==> run_1/layer_met1.png <==
The bar under the picture is 20 µm long. Supply wires on this layer in gray.
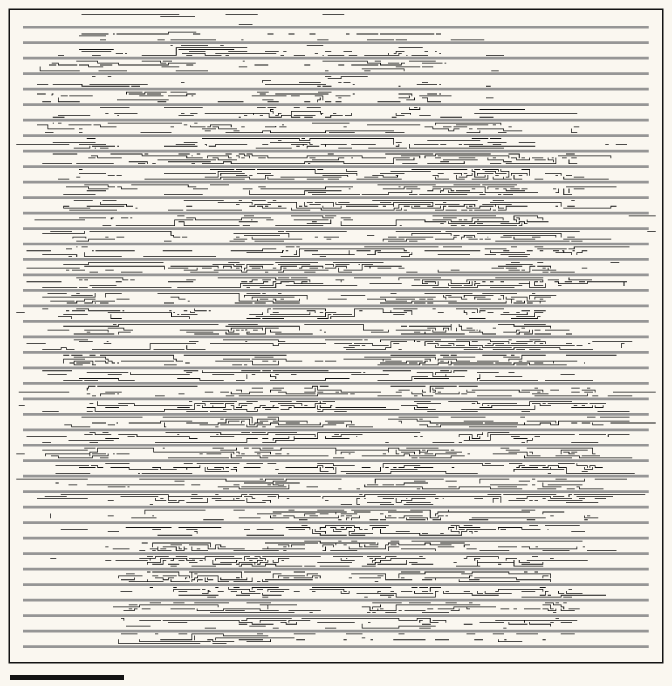
==> run_1/layer_met2.png <==
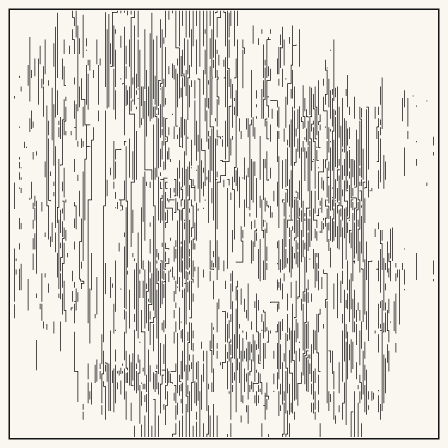
==> run_1/layer_met3.png <==
The bar under the picture is 20 µm long.
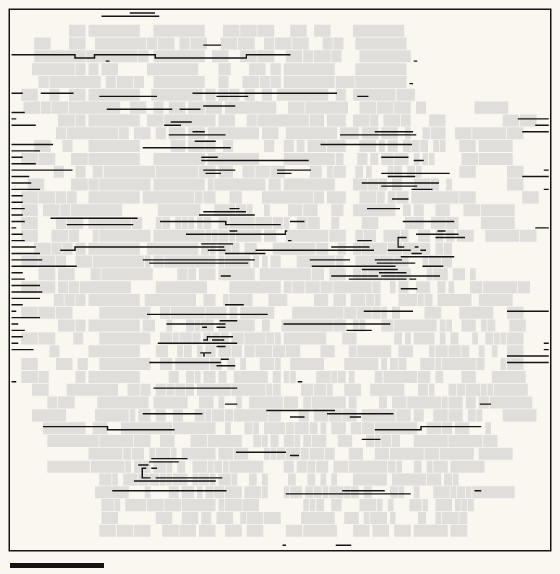
$ cat src/rtl/result_writeback_if.sv
// result_writeback_if
//   Bundles the control, lane-input and result-memory write signals of the
//   result_writeback stage. The master modport belongs to whoever drives
//   start/lanes and acts as the memory (testbench or system glue). The slave
//   modport belongs to result_writeback.
//
//   Signals
//     start, base_addr, num_results, shift, relu_en   run control (to DUT)
//     acc_in_0..3, valid_in                           lane results + strobes (to DUT)
//     wr_ready                                        memory accepts this cycle (to DUT)
//     wr_en, wr_addr, wr_data                         write request (from DUT)
//     busy, done, overflow                            status (from DUT)
//     state_dbg                                       FSM state, 0 = IDLE, 1 = RUN (from DUT)
//
//   Write handshake: wr_en is the valid. Once wr_en is high, wr_en, wr_addr
//   and wr_data hold steady until a cycle with wr_ready high. A word transfers
//   on every rising edge where wr_en && wr_ready. wr_ready may be high while
//   wr_en is low, and this has no effect.
interface result_writeback_if #(
    parameter int ACC_W  = 16,
    parameter int OUT_W  = 8,
    parameter int N_MACS = 4,
    parameter int ADDR_W = 8
);
    logic                     start;
    logic [ADDR_W-1:0]        base_addr;
    logic [ADDR_W-1:0]        num_results;
    logic [3:0]               shift;
    logic                     relu_en;
    logic signed [ACC_W-1:0]  acc_in_0;
    logic signed [ACC_W-1:0]  acc_in_1;
    logic signed [ACC_W-1:0]  acc_in_2;
    logic signed [ACC_W-1:0]  acc_in_3;
    logic [N_MACS-1:0]        valid_in;
    logic                     wr_ready;
    logic                     wr_en;
    logic [ADDR_W-1:0]        wr_addr;
    logic [OUT_W-1:0]         wr_data;
    logic                     busy;
    logic                     done;
    logic                     overflow;
    logic                     state_dbg;

    modport master (
        output start, base_addr, num_results, shift, relu_en,
        output acc_in_0, acc_in_1, acc_in_2, acc_in_3, valid_in, wr_ready,
        input  wr_en, wr_addr, wr_data, busy, done, overflow, state_dbg
    );

    modport slave (
        input  start, base_addr, num_results, shift, relu_en,
        input  acc_in_0, acc_in_1, acc_in_2, acc_in_3, valid_in, wr_ready,
        output wr_en, wr_addr, wr_data, busy, done, overflow, state_dbg
    );
endinterface

$ cat src/rtl/result_writeback.sv
// result_writeback
//   Downstream stage of the MAC array. Captures per-lane accumulator results
//   when their strobe pulses, requantizes each one (arithmetic shift, optional
//   ReLU, saturation to OUT_W bits) and writes them one per handshake into the
//   result memory. Addresses count up from base_addr, wrapping at 2^ADDR_W,
//   until num_results words have been written.
//
//   Ports
//     clk   system clock
//     rst   synchronous reset, active-high; aborts any run immediately
//     bus   result_writeback_if.slave (run control, lanes, write port, status)
//
//   The lane count is fixed at 4 (acc_in_0..acc_in_3).
module result_writeback #(
    parameter int ACC_W  = 16,
    parameter int OUT_W  = 8,
    parameter int N_MACS = 4,
    parameter int ADDR_W = 8
) (
    input  logic               clk,
    input  logic               rst,
    result_writeback_if.slave  bus
);
    localparam int SEL_W = $clog2(N_MACS);
    localparam logic [ADDR_W-1:0] ONE = ADDR_W'(1);
    localparam logic signed [ACC_W-1:0] SAT_MAX = ACC_W'((1 << (OUT_W - 1)) - 1);
    localparam logic signed [ACC_W-1:0] SAT_MIN = ACC_W'(-(1 << (OUT_W - 1)));

    typedef enum logic {IDLE = 1'b0, RUN = 1'b1} state_t;

    state_t                  state;
    logic [ADDR_W-1:0]       num_q;
    logic [3:0]              shift_q;
    logic                    relu_q;
    logic [ADDR_W-1:0]       count;    // words accepted by memory this run
    logic [ADDR_W-1:0]       loaded;   // words put in the output register this run
    logic [N_MACS-1:0]       pending;
    logic signed [ACC_W-1:0] hold [N_MACS];
    logic signed [ACC_W-1:0] acc_vec [N_MACS];

    logic                    wr_en_q;
    logic [ADDR_W-1:0]       wr_addr_q;
    logic [OUT_W-1:0]        wr_data_q;
    logic                    done_q;
    logic                    overflow_q;

    logic                    xfer;
    logic                    out_free;
    logic                    last_xfer;
    logic                    do_load;
    logic [SEL_W-1:0]        sel;
    logic [N_MACS-1:0]       drain_mask;

    assign acc_vec[0] = bus.acc_in_0;
    assign acc_vec[1] = bus.acc_in_1;
    assign acc_vec[2] = bus.acc_in_2;
    assign acc_vec[3] = bus.acc_in_3;

    // Floor shift, then ReLU, then clamp into the signed OUT_W range.
    function automatic logic [OUT_W-1:0] requant(input logic signed [ACC_W-1:0] acc,
                                                 input logic [3:0]              sh,
                                                 input logic                    relu);
        logic signed [ACC_W-1:0] y;
        y = acc >>> sh;
        if (relu && y[ACC_W-1]) y = '0;
        if (y > SAT_MAX) y = SAT_MAX;
        else if (y < SAT_MIN) y = SAT_MIN;
        return y[OUT_W-1:0];
    endfunction

    always_comb begin
        xfer       = wr_en_q && bus.wr_ready;
        out_free   = !wr_en_q || bus.wr_ready;
        last_xfer  = xfer && ((count + ONE) == num_q);
        sel        = '0;
        drain_mask = '0;
        // Highest index first so the lowest pending lane wins.
        for (int i = N_MACS - 1; i >= 0; i--) begin
            if (pending[i]) sel = SEL_W'(i);
        end
        // Stop loading once every word this run needs has been loaded; later
        // captures simply stay pending until the run ends.
        do_load = (state == RUN) && out_free && (|pending) && (loaded != num_q);
        if (do_load) drain_mask[sel] = 1'b1;
    end

    always_ff @(posedge clk) begin
        if (rst) begin
            state      <= IDLE;
            num_q      <= '0;
            shift_q    <= '0;
            relu_q     <= 1'b0;
            count      <= '0;
            loaded     <= '0;
            pending    <= '0;
            wr_en_q    <= 1'b0;
            wr_addr_q  <= '0;
            wr_data_q  <= '0;
            done_q     <= 1'b0;
            overflow_q <= 1'b0;
            for (int i = 0; i < N_MACS; i++) hold[i] <= '0;
        end else begin
            done_q <= 1'b0;
            case (state)
                IDLE: begin
                    if (bus.start) begin
                        state      <= RUN;
                        num_q      <= bus.num_results;
                        shift_q    <= bus.shift;
                        relu_q     <= bus.relu_en;
                        wr_addr_q  <= bus.base_addr;
                        count      <= '0;
                        loaded     <= '0;
                        overflow_q <= 1'b0;
                    end
                end
                RUN: begin
                    // A lane drained on this edge sends its old value out, so a
                    // simultaneous capture there is not a loss.
                    for (int i = 0; i < N_MACS; i++) begin
                        if (bus.valid_in[i]) begin
                            hold[i] <= acc_vec[i];
                            if (pending[i] && !drain_mask[i]) overflow_q <= 1'b1;
                        end
                    end
                    pending <= (pending & ~drain_mask) | bus.valid_in;

                    if (do_load) begin
                        wr_data_q <= requant(hold[sel], shift_q, relu_q);
                        wr_en_q   <= 1'b1;
                        loaded    <= loaded + ONE;
                    end else if (xfer) begin
                        wr_en_q <= 1'b0;
                    end

                    // wr_addr always names the word in (or next into) the
                    // output register, so it advances on each accepted word.
                    if (xfer) begin
                        wr_addr_q <= wr_addr_q + ONE;
                        count     <= count + ONE;
                    end

                    if (last_xfer || (num_q == '0)) begin
                        state   <= IDLE;
                        done_q  <= 1'b1;
                        wr_en_q <= 1'b0;
                        pending <= '0;
                    end
                end
                default: state <= IDLE;
            endcase
        end
    end

    assign bus.wr_en     = wr_en_q;
    assign bus.wr_addr   = wr_addr_q;
    assign bus.wr_data   = wr_data_q;
    assign bus.busy      = (state == RUN);
    assign bus.done      = done_q;
    assign bus.overflow  = overflow_q;
    assign bus.state_dbg = state;
endmodule

$ cat src/flat_wrapper.sv
// flat-port wrapper written by rule: the top's interface ports become plain ports
module result_writeback_flat 
#(
    parameter int ACC_W  = 16,
    parameter int OUT_W  = 8,
    parameter int N_MACS = 4,
    parameter int ADDR_W = 8
)
  (clk, rst, bus_start, bus_base_addr, bus_num_results, bus_shift, bus_relu_en, bus_acc_in_0, bus_acc_in_1, bus_acc_in_2, bus_acc_in_3, bus_valid_in, bus_wr_ready, bus_wr_en, bus_wr_addr, bus_wr_data, bus_busy, bus_done, bus_overflow, bus_state_dbg);
  result_writeback_if #(.ACC_W(ACC_W), .OUT_W(OUT_W), .N_MACS(N_MACS), .ADDR_W(ADDR_W)) bus_i ();
  input  logic clk;
  input  logic rst;
  input wire logic [$bits(bus_i.start)-1:0] bus_start;
  input wire logic [$bits(bus_i.base_addr)-1:0] bus_base_addr;
  input wire logic [$bits(bus_i.num_results)-1:0] bus_num_results;
  input wire logic [$bits(bus_i.shift)-1:0] bus_shift;
  input wire logic [$bits(bus_i.relu_en)-1:0] bus_relu_en;
  input wire logic [$bits(bus_i.acc_in_0)-1:0] bus_acc_in_0;
  input wire logic [$bits(bus_i.acc_in_1)-1:0] bus_acc_in_1;
  input wire logic [$bits(bus_i.acc_in_2)-1:0] bus_acc_in_2;
  input wire logic [$bits(bus_i.acc_in_3)-1:0] bus_acc_in_3;
  input wire logic [$bits(bus_i.valid_in)-1:0] bus_valid_in;
  input wire logic [$bits(bus_i.wr_ready)-1:0] bus_wr_ready;
  output wire logic [$bits(bus_i.wr_en)-1:0] bus_wr_en;
  output wire logic [$bits(bus_i.wr_addr)-1:0] bus_wr_addr;
  output wire logic [$bits(bus_i.wr_data)-1:0] bus_wr_data;
  output wire logic [$bits(bus_i.busy)-1:0] bus_busy;
  output wire logic [$bits(bus_i.done)-1:0] bus_done;
  output wire logic [$bits(bus_i.overflow)-1:0] bus_overflow;
  output wire logic [$bits(bus_i.state_dbg)-1:0] bus_state_dbg;
  assign bus_i.start = bus_start;
  assign bus_i.base_addr = bus_base_addr;
  assign bus_i.num_results = bus_num_results;
  assign bus_i.shift = bus_shift;
  assign bus_i.relu_en = bus_relu_en;
  assign bus_i.acc_in_0 = bus_acc_in_0;
  assign bus_i.acc_in_1 = bus_acc_in_1;
  assign bus_i.acc_in_2 = bus_acc_in_2;
  assign bus_i.acc_in_3 = bus_acc_in_3;
  assign bus_i.valid_in = bus_valid_in;
  assign bus_i.wr_ready = bus_wr_ready;
  assign bus_wr_en = bus_i.wr_en;
  assign bus_wr_addr = bus_i.wr_addr;
  assign bus_wr_data = bus_i.wr_data;
  assign bus_busy = bus_i.busy;
  assign bus_done = bus_i.done;
  assign bus_overflow = bus_i.overflow;
  assign bus_state_dbg = bus_i.state_dbg;
  result_writeback #(.ACC_W(ACC_W), .OUT_W(OUT_W), .N_MACS(N_MACS), .ADDR_W(ADDR_W)) u_core (.clk(clk), .rst(rst), .bus(bus_i));
endmodule
$ cat config.mk
export PLATFORM = sky130hd
export DESIGN_NAME = result_writeback_flat
export DESIGN_NICKNAME = d
export VERILOG_FILES = /design/src/rtl/result_writeback_if.sv /design/src/rtl/result_writeback.sv /design/src/flat_wrapper.sv
export SDC_FILE = /design/constraint.sdc
export NUM_CORES = 1
export LEC_CHECK = 0
export CAP_MARGIN = 20
export CORE_MARGIN = 2
export CORE_UTILIZATION = 53
export DETAILED_ROUTE_END_ITERATION = 7
export PLACE_DENSITY = 0.82
export SLEW_MARGIN = 0
export SYNTH_ARGS = -nofsm -noshare
export SYNTH_HDL_FRONTEND = slang
export SYNTH_SLANG_ARGS = --single-unit
$ cat constraint.sdc
create_clock -name clk -period 4 [get_ports clk]
set_clock_uncertainty 0.15 [all_clocks]
set_input_delay 1.2 -clock clk [delete_from_list [all_inputs] [get_ports clk]]
set_output_delay 1.2 -clock clk [all_outputs]
set_load 0.01 [all_outputs]
==> results.txt, run 1 <==
impl run done, here's what came out: status finished clean, cell chain of the critical path buf_4, nor3b_1, o31ai_1, o21ai_1, mux2_2, mux4_2, or4_4, a2111oi_4, a221o_1, Port Buffers roughly 110, nets@finish 871, CTS Buffer Depth 2, Synth cell types approximately 70, area delta synth->final 28.2%, Critical Path Start Type flip-flop, CTS tree done, Worst-path clk slew ~60 ps, drt pass-1 iters 6, row count about 40, setup repair after global routing missed its margin no, EDFF count, synth between 60 and 70, Area leader share between 20% and 30%, Syn Area/Cell ~9.6 µm², cycle use final 93.0%, YS chip area around 6500 µm², TNS Setup 0 ps, Levels on crit path 9, Via-to-Cell Ratio between 6 and 7, drt wl/cell 18.6 µm, fin. max-slew vios 0, # setup viols final 0, layout cells sized above 1 between 10% and 20%, RePlAce Congestion just over 0.9, CTS H-tree lvls 4, vias in the first global route between 5,000 and 6,000, Tmin final between 3000 and 4000 ps, Post-Syn Instances 673, Max Fclk roughly 270 MHz, Remaining Overflow, GRT 0, Num Clock Sinks 117, asr flop ratio synth 0%, min-delay worst type flip-flop to flip-flop, clk latency late pin about 430 ps, crit path max fanout 16, post-synth top area cell edfxtp_1, GRT Util Overall around 27%, Post-DP HPWL 12.5 mm, Buf/Inv on CP 1, leakage power 3.33 nW, critical path type flip-flop to flip-flop, n_diodes 0, VDD IR max 0.424 mV, Dominant flop cell edfxtp_1, Core ar. 12,000 µm², Setup crit end kind flip-flop, CP max stage delay roughly 630 ps, post_cts resized 0, top cells, area edfxtp_1 30%, dfxtp_1 16%, and3_1 7.0%, a21oi_1 4.2%, nand2_1 3.8%, PwrDens ~450 nW/µm², Yosys Instances 673, Hold-fix buffers, CTS 0, chip area between 10,000 and 15,000 µm², first-pass GRT wire length roughly 28 mm, Final Hold Viols 0, clk root buf clkbuf_16, Pre-Place Util between 50% and 60%, CP arrival 3940 ps, antenna-violating nets left 0, FF-to-FF setup slack about 280 ps, R2R cell count 9, initial antenna violation count 0, chip height 115 µm, Syn. warnings 0, Syn Nets about 770, Commonest Layout Cell clkdlybuf4s50_1, Slew HR a little under three fifths, Tightest Pin Transition between 600 and 700 ps, delay-heaviest family, CP AND-OR/OR-AND gates, overall power around 0.0037 W, setup bufs post-CTS 0, MaxCap Viol Count 0, Synth Cell Area approximately 6500 µm², largest net degree at the start of global routing roughly 40, Top Layout Cells 113 x clkdlybuf4s50_1, 72 x and3_1, 66 x nand2_1, Critical-path top delay cell dfxtp_1, tool warnings 26, worst hold path depth 2, crit path DRT 4220 ps, die width about 110 µm, DRC viols 0, initial DRC count between 700 and 800, Seq/Total Area, Yosys 46.0%, Post-synth regs around 120, I/O Pins ~110, cts bufs inserted 17
Notes on layer_met1.png above:
longest straight run = 29.9 µm
main direction = horizontal
share of all routed wire = 43%
GRT met1 Usage: 37.2%
Total Wirelength: 17.4 mm
Vias: 5,738

Notes on layer_met2.png above:
longest straight run = 36.4 µm
main direction = vertical
met2 Use GR: 41.3%

Notes on layer_met3.png above:
share of all routed wire = 7.6%
longest straight run = 31.5 µm
wire length on this layer = 1,330 µm
main direction = horizontal
grt met3 use: 6.56%

## run 1: where the power goes
group | total, W | internal [W] | switching (W)
clock | 0.00149 | 0.000921 | 0.000573
combinational | 0.000815 | 0.000381 | 0.000434
sequential | 0.00141 | 0.00134 | 0.0000648
total | 0.00372 | 0.00264 | 0.00107
## run 1: stage by stage
stage | area (µm²) | hold WS, ps | std cells | setup WS [ps] | utilization (%)
floorplan | 6480 | 286 | 673 | 904 | -
global placement | 7720 | 299 | 903 | 485 | 64.6
detailed placement | 7720 | 303 | 903 | 352 | 64.6
CTS | 8310 | 312 | 935 | 315 | 69.4
global route | 8310 | 334 | 935 | 62.4 | 69.4
finish | 8310 | 312 | 935 | 281 | 69.4
## run 1: worst register-to-register path: stages, from the launching register on
cell,delay [ps]
dfxtp_1,630
buf_4,280
nor3b_1,70
o31ai_1,380
o21ai_1,130
mux2_2,330
mux4_2,500
or4_4,450
a2111oi_4,540
a221o_1,220
## run 1: cell usage after synthesis, types with 4 or more instances
cell type	number
o21ai_0	13
a221o_1	8
o21ai_1	4
o22ai_1	10
a21oi_1	55
nand2b_1	6
inv_1	10
a211oi_1	7
a221oi_1	7
clkbuf_1	40
buf_6	4
nor4_1	4
xnor2_1	19
xor2_1	10
nor2b_1	7
o21a_1	8
and3_1	72
nand4_1	5
dfxtp_1	53
nor3b_1	7
o32a_1	5
o221ai_1	4
edfxtp_1	64
mux2i_1	16
o221a_2	5
nor3_1	13
nor2_1	53
nand2_1	66
a22oi_1	4
nand3_1	19
## run 1: final timing paths
path,end,startpoint
setup reg to reg,u_core.bus.wr_data[6],u_core.pending[2]
setup / recovery,u_core.bus.wr_data[6],u_core.pending[2]
hold reg to reg,u_core.bus.wr_data[7],u_core.bus.wr_data[7]
hold / removal,u_core.bus.wr_data[7],u_core.bus.wr_data[7]
## run 1: cells by family after synthesis
kind of cell               count (synthesis)  share of synthesized area (%)
AOI/OAI and AO/OA                        170                           19.4
xor gates and xnor gates                  30                           4.27
adders and majority gates                  3                          0.580
buffers and inverters                     65                           4.46
DFF                                      117                           46.0
muxes                                     23                           4.27
and+or+nand+nor                          265                           21.0
## run 1: layer usage
metal	track usage (%)	routed length [µm]	vias to the layer above
met4	11.7	416	0
met3	6.56	1330	42
met1	37.2	7540	2688
met2	41.3	8090	276
li1	-	-	2732
met5	0	0	-
## run 1: state kept, by name, summed over array words and instances, names as in the netlist
register             flops
u_core.hold             64
u_core.bus.done          1
u_core.num_q             8
u_core.bus.wr_data       8
u_core.count             8
u_core.bus.wr_en         1
u_core.bus.wr_addr       8
u_core.bus.busy          1
u_core.loaded            8
u_core.relu_q            1
u_core.pending           4
u_core.bus.overflow      1
u_core.shift_q           4
## run 1: final cells by class
class | instances | area (µm²)
fill | 869 | 3650
multi-input combinational | 491 | 3210
sequential | 117 | 2980
timing repair buffer | 136 | 1300
clock buffer | 18 | 429
tap | 147 | 184
clock inverter | 14 | 154
inverter | 12 | 45.0
==> run 2: changes to the inputs <==
- CTS_CLUSTER_DIAMETER: unset -> 120
==> run_2/layer_met1.png <==
The bar under the picture is 20 µm long. Supply wires on this layer in gray.
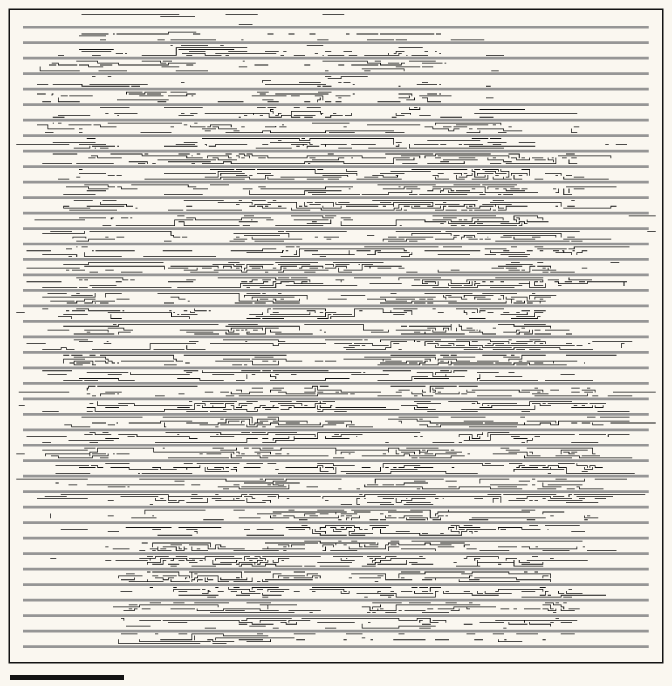
share of all routed wire = 43%
nets with wire on the layer = 802

==> run_2/clocks.png <==
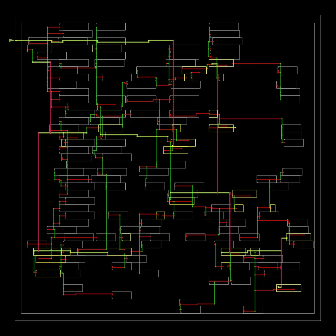
Num Clock Sinks: 117
Clk power: 0.00149 W
count of clock buffers in the final design: 18

==> run 2 against run 1 <==
Compared with the run above:
- routed wire length unchanged
- first-iteration DRC count unchanged
- clock-buffer cell count unchanged
- synthesized area unchanged
- clock power about the same
- non-clock buffer count unchanged
- sequential share of layout area unchanged
- die size unchanged
- total power unchanged
==> results.txt, run 2 <==
impl run done, here's what came out: status finished clean, EDFF count, synth 64 (unchanged), Post-synth regs 117 (unchanged), nets@finish 871 (unchanged), cell chain of the critical path buf_4, nor3b_1, o31ai_1, o21ai_1, mux2_2, mux4_2, or4_4, a2111oi_4, a221o_1, min-delay worst type flip-flop to flip-flop, CTS H-tree lvls 4 (unchanged), Port Buffers 113 (unchanged), asr flop ratio synth 0% (unchanged), Synth cell types 70 (unchanged), n_diodes 0 (unchanged), first-pass GRT wire length 27.6 mm (unchanged), Tmin final 3720 ps (unchanged), Remaining Overflow, GRT 0 (unchanged), Buf/Inv on CP 1 (unchanged), setup repair after global routing missed its margin no, initial DRC count 732 (unchanged), Layout Utilization 69.4% (unchanged), Post-Syn Instances 673 (unchanged), fillcell total 869 (unchanged), Syn Area/Cell 9.62 µm² (unchanged), # setup viols final 0 (unchanged), leakage power 3.33 nW (unchanged), Slew HR 56.2% (unchanged), Critical Path Start Type flip-flop, critical path type flip-flop to flip-flop, Final Hold Viols 0 (unchanged), Core ar. 12,000 µm² (unchanged), most common cell in the netlist and3_1, chip height 115 µm (unchanged), drt wl/cell 18.6 µm (unchanged), drt pass-1 iters 6 (unchanged), crit path max fanout 16 (unchanged), Max Fclk 269 MHz (unchanged), clk root buf clkbuf_16, CP max stage delay 630 ps (about the same), max reg flops 64 (unchanged), post_cts resized 0 (unchanged), CTS Buffer Depth 2 (unchanged), area delta synth->final 28.2% (unchanged), initial antenna violation count 0 (unchanged), Area leader share 29.7% (unchanged), chip area 13,100 µm² (unchanged), Yosys Instances 673 (unchanged), Total Wirelength 17.4 mm (unchanged), TNS Setup 0 ps (unchanged), row count 40 (unchanged), FF-to-FF setup slack 280 ps (about the same), antenna-violating nets left 0 (unchanged), Finished Layout Cells 935 (unchanged), cycle use final 93.0% (unchanged), Critical-path top delay cell dfxtp_1, die width 115 µm (unchanged), vias in the first global route 5,506 (unchanged), largest net degree at the start of global routing 40 (unchanged), top cells, area edfxtp_1 30%, dfxtp_1 16%, and3_1 7.0%, a21oi_1 4.2%, nand2_1 3.8%, RePlAce Congestion 0.912 (unchanged), Seq/Total Area, Yosys 46.0% (unchanged), PwrDens 448 nW/µm² (unchanged), DRC viols 0 (unchanged), Commonest Layout Cell clkdlybuf4s50_1, Via-to-Cell Ratio 6.14 (unchanged), Post-DP HPWL 12.5 mm (unchanged), Setup crit end kind flip-flop, setup bufs post-CTS 0 (unchanged), I/O Pins 114 (unchanged), CP arrival 3940 ps (about the same), Hold-fix buffers, CTS 0 (unchanged), Tightest Pin Transition 656 ps (unchanged), clk latency late pin 430 ps (about the same), post-synth top area cell edfxtp_1, layout cells sized above 1 11.2% (unchanged), commonest cells in the netlist 72 x and3_1, 66 x nand2_1, 64 x edfxtp_1, Syn Nets 769 (unchanged), cts bufs inserted 17 (unchanged), DP Cell Count 903 (unchanged), Syn. warnings 0 (unchanged), crit path DRT 4220 ps (about the same), tool warnings 26 (unchanged), Vias 5,738 (unchanged), GRT Util Overall 27.2% (unchanged), YS chip area 6480 µm² (unchanged), Top Layout Cells 113 x clkdlybuf4s50_1, 72 x and3_1, 66 x nand2_1, Worst-path clk slew 60 ps (about the same), Pre-Place Util 54.2% (unchanged), Dominant flop cell edfxtp_1, delay-heaviest family, CP AND-OR/OR-AND gates, MaxCap Viol Count 0 (unchanged), Synth Cell Area 6480 µm² (unchanged), CTS tree done, fin. max-slew vios 0 (unchanged)
run 2: worst register-to-register path: stages (launching register included):
cell and delay, ps:
dfxtp_1 630, buf_4 280, nor3b_1 70, o31ai_1 380, o21ai_1 130, mux2_2 330, mux4_2 500, or4_4 450
a2111oi_4 540, a221o_1 220
run 2: cells by family (layout without fill, tap and decap cells):
kind of cell / Yosys count / after routing / synth area share (%)
AND/OR/NAND/NOR: 265 / 265 / 21.0
AND-OR/OR-AND: 170 / 170 / 19.4
flip-flops: 117 / 117 / 46.0
buffers and inverters: 65 / 180 / 4.46
XOR/XNOR: 30 / 30 / 4.27
multiplexers: 23 / 23 / 4.27
adder cells (fa/ha/maj): 3 / 3 / 0.580
run 2: worst paths after layout:
check / cells past startpoint / end / from
max: 9 / u_core.bus.wr_data[6] / u_core.pending[2]
min: 2 / u_core.bus.wr_data[7] / u_core.bus.wr_data[7]
max reg2reg: 9 / u_core.bus.wr_data[6] / u_core.pending[2]
min reg2reg: 2 / u_core.bus.wr_data[7] / u_core.bus.wr_data[7]
run 2: through the flow:
step           worst slack [ps]  hold WS (ps)  power [W]  area (µm²)
6_report                    281           312    0.00372        8310
5_1_grt                    62.4           334    0.00385        8310
4_1_cts                     315           312    0.00371        8310
3_5_place_dp                352           303    0.00223        7720
3_3_place_gp                485           299    0.00220        7720
2_1_floorplan               904           286    0.00195        6480
run 2: final cells by class:
| cell class | count | area, µm² | area share, % |
|---|---|---|---|
| clock buffers | 18 | 429 | 5.17 |
| clock inverters | 14 | 154 | 1.85 |
| inverters | 12 | 45.0 | 0.542 |
| multi-input cells | 491 | 3210 | 38.6 |
| flip-flops and latches | 117 | 2980 | 35.9 |
| well taps | 147 | 184 | 2.21 |
| repair buffers | 136 | 1300 | 15.7 |
run 2: layer usage:
metal	vias up	part of all wire, %	GRT usage (%)
met2	276	47	41.3
met3	42	7.6	6.56
met1	2688	43	37.2
met5	-	0	0
li1	2732	-	-
met4	0	2.4	11.7
run 2: power by group:
part           internal (W)  total (W)  leakage, nW  switching (W)
Clock              0.000921    0.00149        0.289       0.000573
Sequential          0.00134    0.00141         1.10      0.0000648
Combinational      0.000381   0.000815         1.93       0.000434
Total               0.00264    0.00372         3.33        0.00107
Power is estimated from default activity; no workload was simulated.
